==> config.mk <==
export PLATFORM = sky130hd
export DESIGN_NAME = xor_checksum_accum
export DESIGN_NICKNAME = d
export VERILOG_FILES = /design/src/rtl/xor_checksum_accum.sv
export SDC_FILE = /design/constraint.sdc
export NUM_CORES = 1
export LEC_CHECK = 0
export CAP_MARGIN = 20
export CORE_ASPECT_RATIO = 1.2
export CORE_MARGIN = 2
export CORE_UTILIZATION = 49
export CTS_CLUSTER_SIZE = 25
export DETAILED_ROUTE_END_ITERATION = 12
export GPL_ROUTABILITY_DRIVEN = 0
export PLACE_DENSITY = 0.75
export SYNTH_ARGS = -nofsm -noshare
export SYNTH_HDL_FRONTEND = slang
export SYNTH_SLANG_ARGS = --single-unit
==> constraint.sdc <==
create_clock -name clk -period 1.7 [get_ports clk]
set_clock_uncertainty 0.05 [all_clocks]
set_input_delay 0.17 -clock clk [delete_from_list [all_inputs] [get_ports clk]]
set_output_delay 0.17 -clock clk [all_outputs]
set_load 0.02 [all_outputs]
==> src/rtl/xor_checksum_accum.sv <==
// ============================================================================
// Module      : xor_checksum_accum
// Description : XOR-folds a framed stream of WIDTH-bit words and returns
//               {checksum, parity} on a valid/ready result port.
//               Optional macro XOR_ACC_BEAT_COUNT_EN adds an out_beats port.
// Revision    : 1.0 - initial release
// ============================================================================
`default_nettype none

module xor_checksum_accum #(
    parameter int WIDTH = 8,
    parameter int CNT_W = 16
) (
    input  logic             clk,
    input  logic             rst_n,
    input  logic             in_valid,
    output logic             in_ready,
    input  logic [WIDTH-1:0] in_data,
    input  logic             in_last,
    output logic             out_valid,
    input  logic             out_ready,
    output logic [WIDTH-1:0] out_checksum,
    output logic             out_parity
`ifdef XOR_ACC_BEAT_COUNT_EN
    ,
    output logic [CNT_W-1:0] out_beats
`endif
);

    localparam logic [1:0] c_ST_IDLE  = 2'd0;
    localparam logic [1:0] c_ST_ACCUM = 2'd1;
    localparam logic [1:0] c_ST_DONE  = 2'd2;

    logic [1:0]       r_state;
    logic [1:0]       w_state_nxt;
    logic [WIDTH-1:0] r_acc;
    logic [WIDTH-1:0] r_checksum;
    logic             r_parity;
    logic [WIDTH-1:0] w_fold;
    logic             w_in_ready;
    logic             w_out_valid;
    logic             w_beat;
    logic             w_result_taken;

    always_ff @(posedge clk or negedge rst_n) begin
        if (!rst_n) begin
            r_state <= c_ST_IDLE;
        end else begin
            r_state <= w_state_nxt;
        end
    end

    // Handshake flags come from state alone, so no input reaches an output.
    always_comb begin
        w_state_nxt = r_state;
        w_in_ready  = 1'b0;
        w_out_valid = 1'b0;
        case (r_state)
            c_ST_IDLE, c_ST_ACCUM: begin
                w_in_ready = 1'b1;
                if (in_valid) begin
                    w_state_nxt = in_last ? c_ST_DONE : c_ST_ACCUM;
                end
            end
            c_ST_DONE: begin
                w_out_valid = 1'b1;
                if (out_ready) begin
                    w_state_nxt = c_ST_IDLE;
                end
            end
            default: begin
                w_state_nxt = c_ST_IDLE;
            end
        endcase
    end

    assign in_ready       = w_in_ready;
    assign out_valid      = w_out_valid;
    assign w_beat         = in_valid & w_in_ready;
    assign w_result_taken = (r_state == c_ST_DONE) & out_ready;
    // The first beat of a frame seeds the fold rather than XORing stale state.
    assign w_fold         = (r_state == c_ST_ACCUM) ? (r_acc ^ in_data) : in_data;

    always_ff @(posedge clk or negedge rst_n) begin
        if (!rst_n) begin
            r_acc      <= '0;
            r_checksum <= '0;
            r_parity   <= 1'b0;
        end else begin
            if (w_beat) begin
                if (in_last) begin
                    r_checksum <= w_fold;
                    r_parity   <= ^w_fold;
                end else begin
                    r_acc <= w_fold;
                end
            end
            if (w_result_taken) begin
                r_acc <= '0;
            end
        end
    end

    assign out_checksum = r_checksum;
    assign out_parity   = r_parity;

`ifdef XOR_ACC_BEAT_COUNT_EN
    localparam logic [CNT_W-1:0] c_CNT_ONE = {{(CNT_W-1){1'b0}}, 1'b1};

    logic [CNT_W-1:0] r_beat_cnt;
    logic [CNT_W-1:0] r_out_beats;
    logic [CNT_W-1:0] w_cnt_nxt;

    // Saturate rather than wrap so an oversized frame never reports a small count.
    assign w_cnt_nxt = (r_state == c_ST_IDLE) ? c_CNT_ONE :
                       (&r_beat_cnt)           ? r_beat_cnt :
                                                 (r_beat_cnt + c_CNT_ONE);

    always_ff @(posedge clk or negedge rst_n) begin
        if (!rst_n) begin
            r_beat_cnt  <= '0;
            r_out_beats <= '0;
        end else begin
            if (w_beat) begin
                r_beat_cnt <= w_cnt_nxt;
                if (in_last) begin
                    r_out_beats <= w_cnt_nxt;
                end
            end
            if (w_result_taken) begin
                r_beat_cnt <= '0;
            end
        end
    end

    assign out_beats = r_out_beats;
`else
    logic [CNT_W-1:0] w_unused_cnt_w;
    assign w_unused_cnt_w = '0;
`endif

endmodule

`default_nettype wire

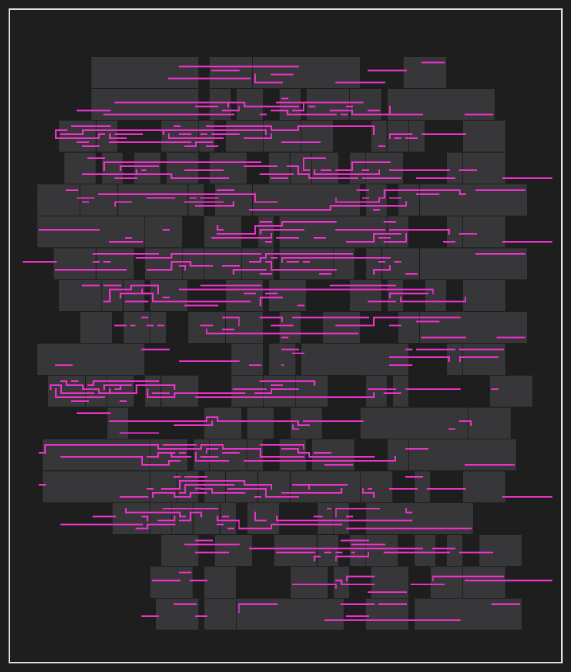
Fig. 1. M1 wires (run 1).
Cells faint in the background.
nets with wire on the layer: 146
wire length on this layer: 1070 um
share of all routed wire: 47%
longest straight run: 21.6 um

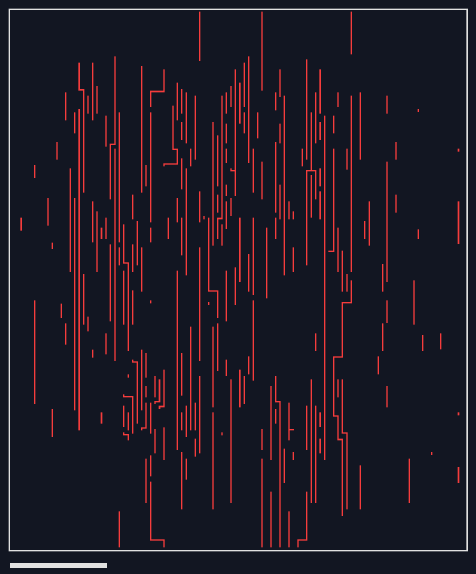
Fig. 2. Met2 routing (run 1).
Scale bar: 10 um.
wire length on this layer: 1050 um
share of all routed wire: 46%

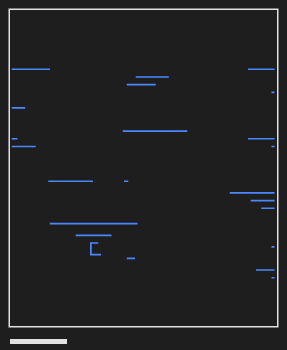
Fig. 3. M3 wires (run 1).
Scale bar: 10 um.
main direction: horizontal
wire length on this layer: 95.7 um
nets with wire on the layer: 20
share of all routed wire: 4.2%
met3 usage in global routing: 0.03247
Vias: 961
drt total wl: 2263 um

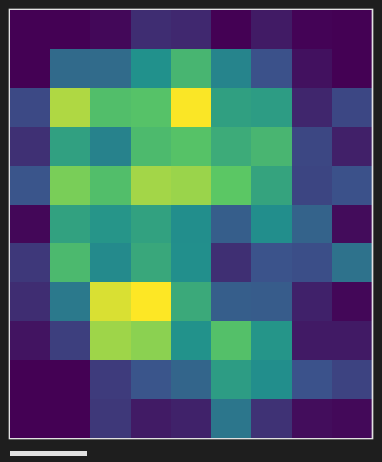
Fig. 4. Routed metal per tile (run 1).
Scale bar: 10 um. The die is cut into 9 by 11 equal tiles; dark purple is low, yellow is high, scaled to the fullest tile. Values are wire area over tile area, all layers added.
mean over tiles: 0.14
fullest tile: 0.39
tiles over half the peak: 32%
nearly empty tiles: 13%
densest ninth of the die: center

==> run_results.csv, run 1 <==
group,metric,value,unit
timing,period_used_share,0.8866,
synthesis,muxShareOfSynthArea,0,
global_route,track_usage,0.2009,
layout,combGateArea,585.6,sq um
placement,dp_cells,179,
synthesis,ys_types,22,
timing,setup_slack,0.1927,ns
layout,n_antenna_cell,0,
placement,preCtsSetupSlack,-0.02252,ns
synthesis,syn-mean-instance-area,9.314,sq um
status,status,"finished clean",
power,powerDensity,1071,nW/um^2
global_route,antenna_found_initial,0,
setup_path,cp_max_fo,4,
placement,portBuffers,23,
power,power_frac_comb,0.434,
power,power.internal,1.004,mW
synthesis,simple_gate_share,0.1504,
hold_path,hold_class,"in -> async",
synthesis,adder_share,0,
floorplanning,die_area,2619,sq um
[run 1: cell usage in the layout (no fill, tap or decap), types with 2 or more instances in the layout]
cell	Yosys	final
clkdlybuf4s50_1	0	21
dfrtp_1	19	19
nand2_1	18	18
a21oi_1	16	16
buf_4	0	14
xnor2_1	11	11
xor2_1	10	10
o21ai_0	9	9
nand2b_1	7	7
a311oi_1	7	7
clkbuf_4	0	3
inv_1	2	2
nor2_1	2	2
nand3_1	2	2
dlygate4sd2_1	0	2
[run 1: through the flow]
stage	TNS [ns]	total power, mW
floorplan	0	1.086
CTS	0	1.585
global placement	0	1.331
finish	0	1.570
global route	0	1.675
detailed placement	-0.02252	1.353
[run 1: cells by family (layout without fill, tap and decap cells)]
logic type	Yosys count	count (layout)
buffers and inverters	7	43
AND-OR/OR-AND	36	36
flip-flops	19	19
AND/OR/NAND/NOR	33	33
XOR/XNOR	22	22
[run 1: final cells by class]
type,instances,area share
clock buffers,4,0.01793
repair buffers,37,0.2272
inverters,2,0.005124
multi-input cells,91,0.3997
well taps,30,0.02562
flip-flops and latches,19,0.3245
[run 1: worst max-delay path: stages, from the launching register on]
cell	delay, ns
dfrtp_1	0.45
inv_1	0.11
nor2_1	0.09
dlygate4sd2_1	0.33
[run 1: synth_stat cells, drive strengths merged (3+ instances only)]
cell type,instances,share of area
a21oi,16,0.073
a311oi,7,0.056
clkbuf,3,0.010
dfrtp,19,0.44
nand2,18,0.062
nand2b,7,0.040
o21ai,9,0.041
xnor2,12,0.10
xor2,10,0.080
[run 1: power by group through the flow]
stage	logic (mW)	registers [mW]	clock network [mW]
floorplan	0.368	0.717	0
global placement	0.675	0.657	0
detailed placement	0.691	0.662	0
CTS	0.688	0.653	0.244
global route	0.747	0.667	0.262
finish	0.681	0.654	0.234
[run 1: layer usage]
layer | share of wire | global-route usage | wire length (um) | up-vias
met2 | 0.46 | 0.2779 | 1046 | 28
li1 | - | - | - | 484
met3 | 0.042 | 0.03247 | 95 | 5
met5 | 0 | 0 | 0 | -
met1 | 0.47 | 0.2946 | 1070 | 444
met4 | 0.022 | 0.1032 | 50 | 0
[run 1: final timing paths]
path	endpoint	slack (ns)	depth (start not counted)
worst max-delay path	out_valid	0.19	3
worst min-delay path	out_checksum[1]	0.14	2
worst max register to register	out_parity	0.29	5
worst min register to register	out_checksum[3]	0.43	2
max in group asynchronous	r_acc[4]	1.25	2
min in group clk	r_state[1]	0.40	2
[run 1: state kept, by name, indices dropped and copies added (netlist names)]
signal / count
r_state: 2
out_parity: 1
r_acc: 8
out_checksum: 8
Fig. 5: run 1, clock wiring as the flow saved it
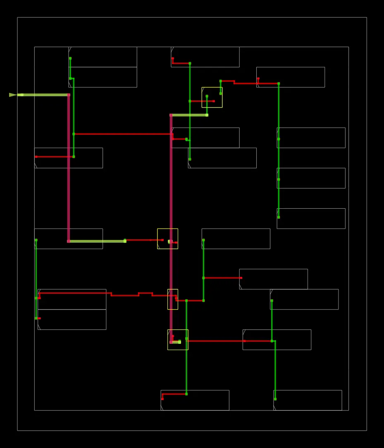

## Run 2: what changed since run 1
--- a/config.mk
+++ b/config.mk
@@ -6,9 +6,11 @@
 export NUM_CORES = 1
 export LEC_CHECK = 0
 export CAP_MARGIN = 20
+export CELL_PAD_IN_SITES_DETAIL_PLACEMENT = 0
+export CELL_PAD_IN_SITES_GLOBAL_PLACEMENT = 1
 export CORE_ASPECT_RATIO = 1.2
 export CORE_MARGIN = 2
-export CORE_UTILIZATION = 49
+export CORE_UTILIZATION = 37
 export CTS_CLUSTER_SIZE = 25
 export DETAILED_ROUTE_END_ITERATION = 12
 export GPL_ROUTABILITY_DRIVEN = 0
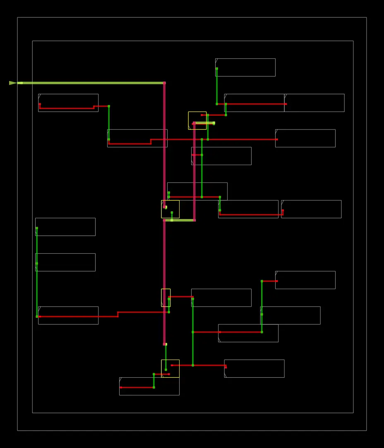
Fig. 6. Clock wiring as the flow saved it (run 2).
Flops: 19
number of buffers created by CTS: 3

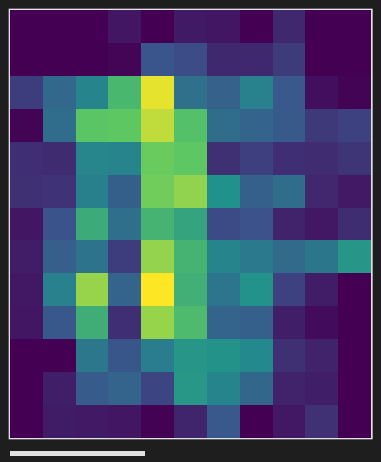
Fig. 7. Routed metal per tile (run 2).
Scale bar: 20 um. The die is cut into 11 by 13 equal tiles; dark purple is low, yellow is high, scaled to the fullest tile. Values are wire area over tile area, all layers added.
densest ninth of the die: center
nearly empty tiles: 18%
tiles over half the peak: 19%
fullest tile: 0.42
emptiest ninth of the die: south-east
drt total wl: 2553 um
total track usage: 0.1759

==> run 2 against run 1 <==
Compared with the run above:
- count of clock-buffer cells in the layout stayed put
- non-clock buffer count rose by 2
- core utilization down 18 points
- largest cell class unchanged
- highest routed layer unchanged
==> run_results.csv, run 2 <==
group,metric,value,unit
status,status,"finished clean",
synthesis,common_cells,"dfrtp_1 (19), nand2_1 (18), a21oi_1 (16)",
timing,setup_slack,0.1972,ns
synthesis,ys_types,22,
setup_path,max_stage_delay,0.61,ns
synthesis,top_area_cell,"dfrtp_1",
placement,dp_cells,184,
placement,preCtsSetupSlack,0.03425,ns
synthesis,top_cell_area_share,0.4363,
timing,period_used_share,0.8840,
timing,setup_viol,0,
hold_path,hold_class,"in -> async",
synthesis,most_common_cell,"dfrtp_1",
placement,portBuffers,23,
floorplanning,die_area,3397,sq um
setup_path,crit_slowest_cell,"clkdlybuf4s50_1",
setup_path,cp_max_fo,2,
route,drcViolationCount,0,
power,power.total,1.603,mW
route,dr_total_vias,962,
synthesis,syn-mean-instance-area,9.314,sq um
layout,n_antenna_cell,0,
synthesis,topCellsByArea,"dfrtp_1 (44%), xnor2_1 (8.8%), xor2_1 (8.0%)",
layout,lay_top_count,"clkdlybuf4s50_1",
setup_path,crit_buf_inv,1,
setup_path,cp_top_family,"buffers and inverters",
power,powerDensity,1074,nW/um^2
layout,layout_top_cells,"clkdlybuf4s50_1 (21), dfrtp_1 (19), nand2_1 (18)",
global_route,antenna_found_initial,0,
timing,final.setup.tns,0,ns
## run 2: kinds of logic after synthesis
logic type / count (synthesis) / share of synthesized area
XOR/XNOR: 22 / 0.1837
buffers and inverters: 7 / 0.02641
AND/OR/NAND/NOR: 33 / 0.1504
AND-OR/OR-AND: 36 / 0.2032
flip-flops: 19 / 0.4363
## run 2: worst paths after layout
kind                                        end  slack [ns]  depth (start not counted)
worst max-delay path                 out_parity        0.20                          1
worst min-delay path            out_checksum[7]        0.14                          2
worst max register to register         r_acc[2]        0.21                          5
worst min register to register  out_checksum[5]        0.44                          2
max in group asynchronous              r_acc[0]        1.25                          2
min in group clk                     r_state[1]        0.41                          2
## run 2: final cells by class
cell class	instances	area (sq um)
inverters	2	7.507
repair buffers	39	355.3
clock buffers	4	26.28
multi-input cells	91	585.6
flip-flops and latches	19	475.5
well taps	34	42.54
fillers	278	1319
## run 2: power by group
group          switching (mW)  internal [mW]
Clock                   0.150         0.0919
Combinational           0.345          0.360
Sequential             0.0952          0.560
## run 2: per-layer routing
metal,up-vias,global-route usage,share of wire
li1,487,-,-
met1,453,0.2372,0.48
met2,16,0.2762,0.47
met3,6,0.02133,0.027
met4,0,0.07692,0.021
met5,-,0,0
## run 2: repair_timing
action / 4_1_cts / 5_1_grt
gates resized: 0 / 2
buffers inserted: 1 / 0
endpoints found under the setup margin: 2 / 2
## Run 3: what changed since run 2
--- a/config.mk
+++ b/config.mk
@@ -15,6 +15,7 @@
 export DETAILED_ROUTE_END_ITERATION = 12
 export GPL_ROUTABILITY_DRIVEN = 0
 export PLACE_DENSITY = 0.75
+export SLEW_MARGIN = 0
 export SYNTH_ARGS = -nofsm -noshare
 export SYNTH_HDL_FRONTEND = slang
 export SYNTH_SLANG_ARGS = --single-unit
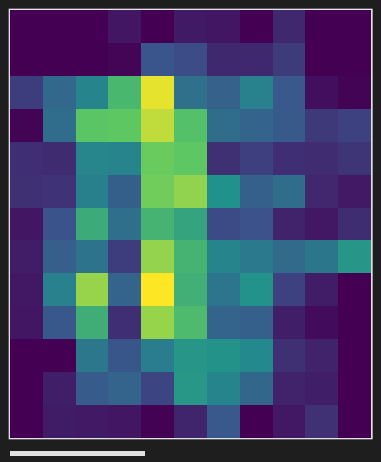
Fig. 8. Routed metal per tile (run 3).
Scale bar: 20 um. The die is cut into 11 by 13 equal tiles; dark purple is low, yellow is high, scaled to the fullest tile. Values are wire area over tile area, all layers added.
fullest tile: 0.42
emptiest ninth of the die: south-east
tiles over half the peak: 19%
densest ninth of the die: center
nearly empty tiles: 18%

==> run 3 against run 2 <==
Compared with the run above:
- worst setup slack did not move
- hold slack did not move
- routed wire length did not move
- global-route usage did not move
- critical endpoint unchanged
- largest cell class unchanged
==> run_results.csv, run 3 <==
group,metric,value,unit
setup_path,crit_slowest_cell,"clkdlybuf4s50_1",
setup_path,path_depth,1,
layout,n_antenna_cell,0,
synthesis,ys_types,22,
layout,layout_top_cells,"clkdlybuf4s50_1 (21), dfrtp_1 (19), nand2_1 (18)",
layout,nFillCells,278,
power,power.total,1.603,mW
layout,lay_top_count,"clkdlybuf4s50_1",
power,pwr-share-clk,0.151,
global_route,antenna_found_initial,0,
power,p_seq_frac,0.409,
setup_path,reg2reg_depth,5,
hold_path,hold_class,"in -> async",
route,dr_total_vias,962,
power,p_sw,590.8,uW
setup_path,crit_buf_inv,1,
synthesis,top_cell_area_share,0.4363,
synthesis,most_common_cell,"dfrtp_1",
status,status,"finished clean",
route,drcViolationCount,0,
synthesis,top_area_cell,"dfrtp_1",
placement,portBuffers,23,
power,power_frac_comb,0.440,
power,p_sw_frac,0.3686,
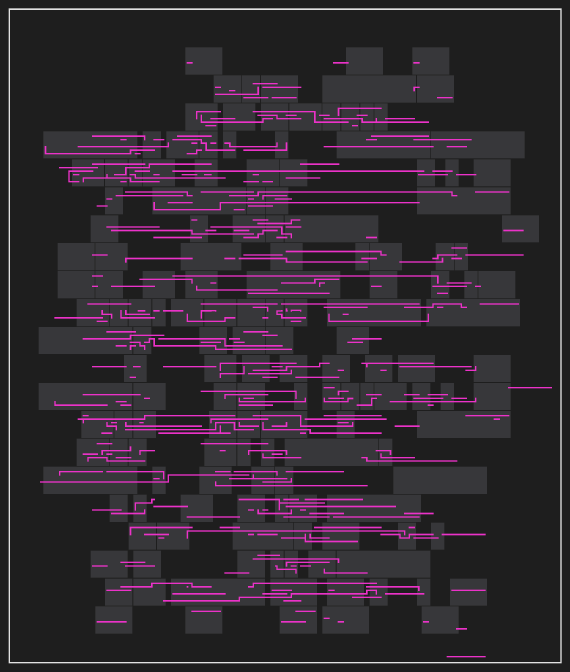
Fig. 9. M1 wires (run 3).
Cells faint in the background.
share of all routed wire: 48%
nets with wire on the layer: 149
wire length on this layer: 1220 um

==> run 3: path summary, 6_finish.rpt <==
kind / to / slack [ns]
worst max register to register: r_acc[2] / 0.21
min in group clk: r_state[1] / 0.41
max in group asynchronous: r_acc[0] / 1.25
worst min-delay path: out_checksum[7] / 0.14
worst min register to register: out_checksum[5] / 0.44
worst max-delay path: out_parity / 0.20
==> run 3: stage by stage <==
stage	utilization	setup WS, ns	std cells	hold WS [ns]	cell area, sq um
final	0.5309	0.1972	189	0.1353	1493
after floorplan	-	0.2689	117	-0.1756	1090
after CTS	0.5292	0.003873	189	0.1415	1488
after global routing	0.5309	0.09499	189	0.1598	1493
after detailed placement	0.5171	0.03425	184	0.4190	1454
after global placement	0.5171	0.04109	184	0.4104	1454
==> run 3: logic make-up (layout without fill, tap and decap cells) <==
kind of cell	after synthesis	count (layout)	share of synthesized area
buf+inv	7	45	0.02641
compound gates	36	36	0.2032
flops	19	19	0.4363
xor+xnor	22	22	0.1837
simple gates	33	33	0.1504
==> run 3: metal layers <==
layer / up-vias / global-route usage / part of all wire
met4: 0 / 0.07692 / 0.021
met2: 16 / 0.2762 / 0.47
met5: - / 0 / 0
met3: 6 / 0.02133 / 0.027
met1: 453 / 0.2372 / 0.48
li1: 487 / - / -
==> run 3: what timing repair did <==
action,4_1_cts,5_1_grt
setup buffers,1,0
hold buffers,0,0
endpoints found under the setup margin,2,2
gates resized,0,2
==> run 3: power groups by stage <==
stage	combinational [mW]	sequential [mW]	clock, mW
2_1_floorplan	0.368	0.717	0
3_3_place_gp	0.687	0.663	0
3_5_place_dp	0.704	0.667	0
4_1_cts	0.712	0.656	0.248
5_1_grt	0.770	0.672	0.263
6_report	0.705	0.655	0.242
==> run 3: final cells by class <==
type	count	area share
multi-input combinational	91	0.3923
sequential	19	0.3185
inverter	2	0.005029
tap	34	0.02850
timing repair buffer	39	0.2381
clock buffer	4	0.01760
Power is estimated from default activity; no workload was simulated.
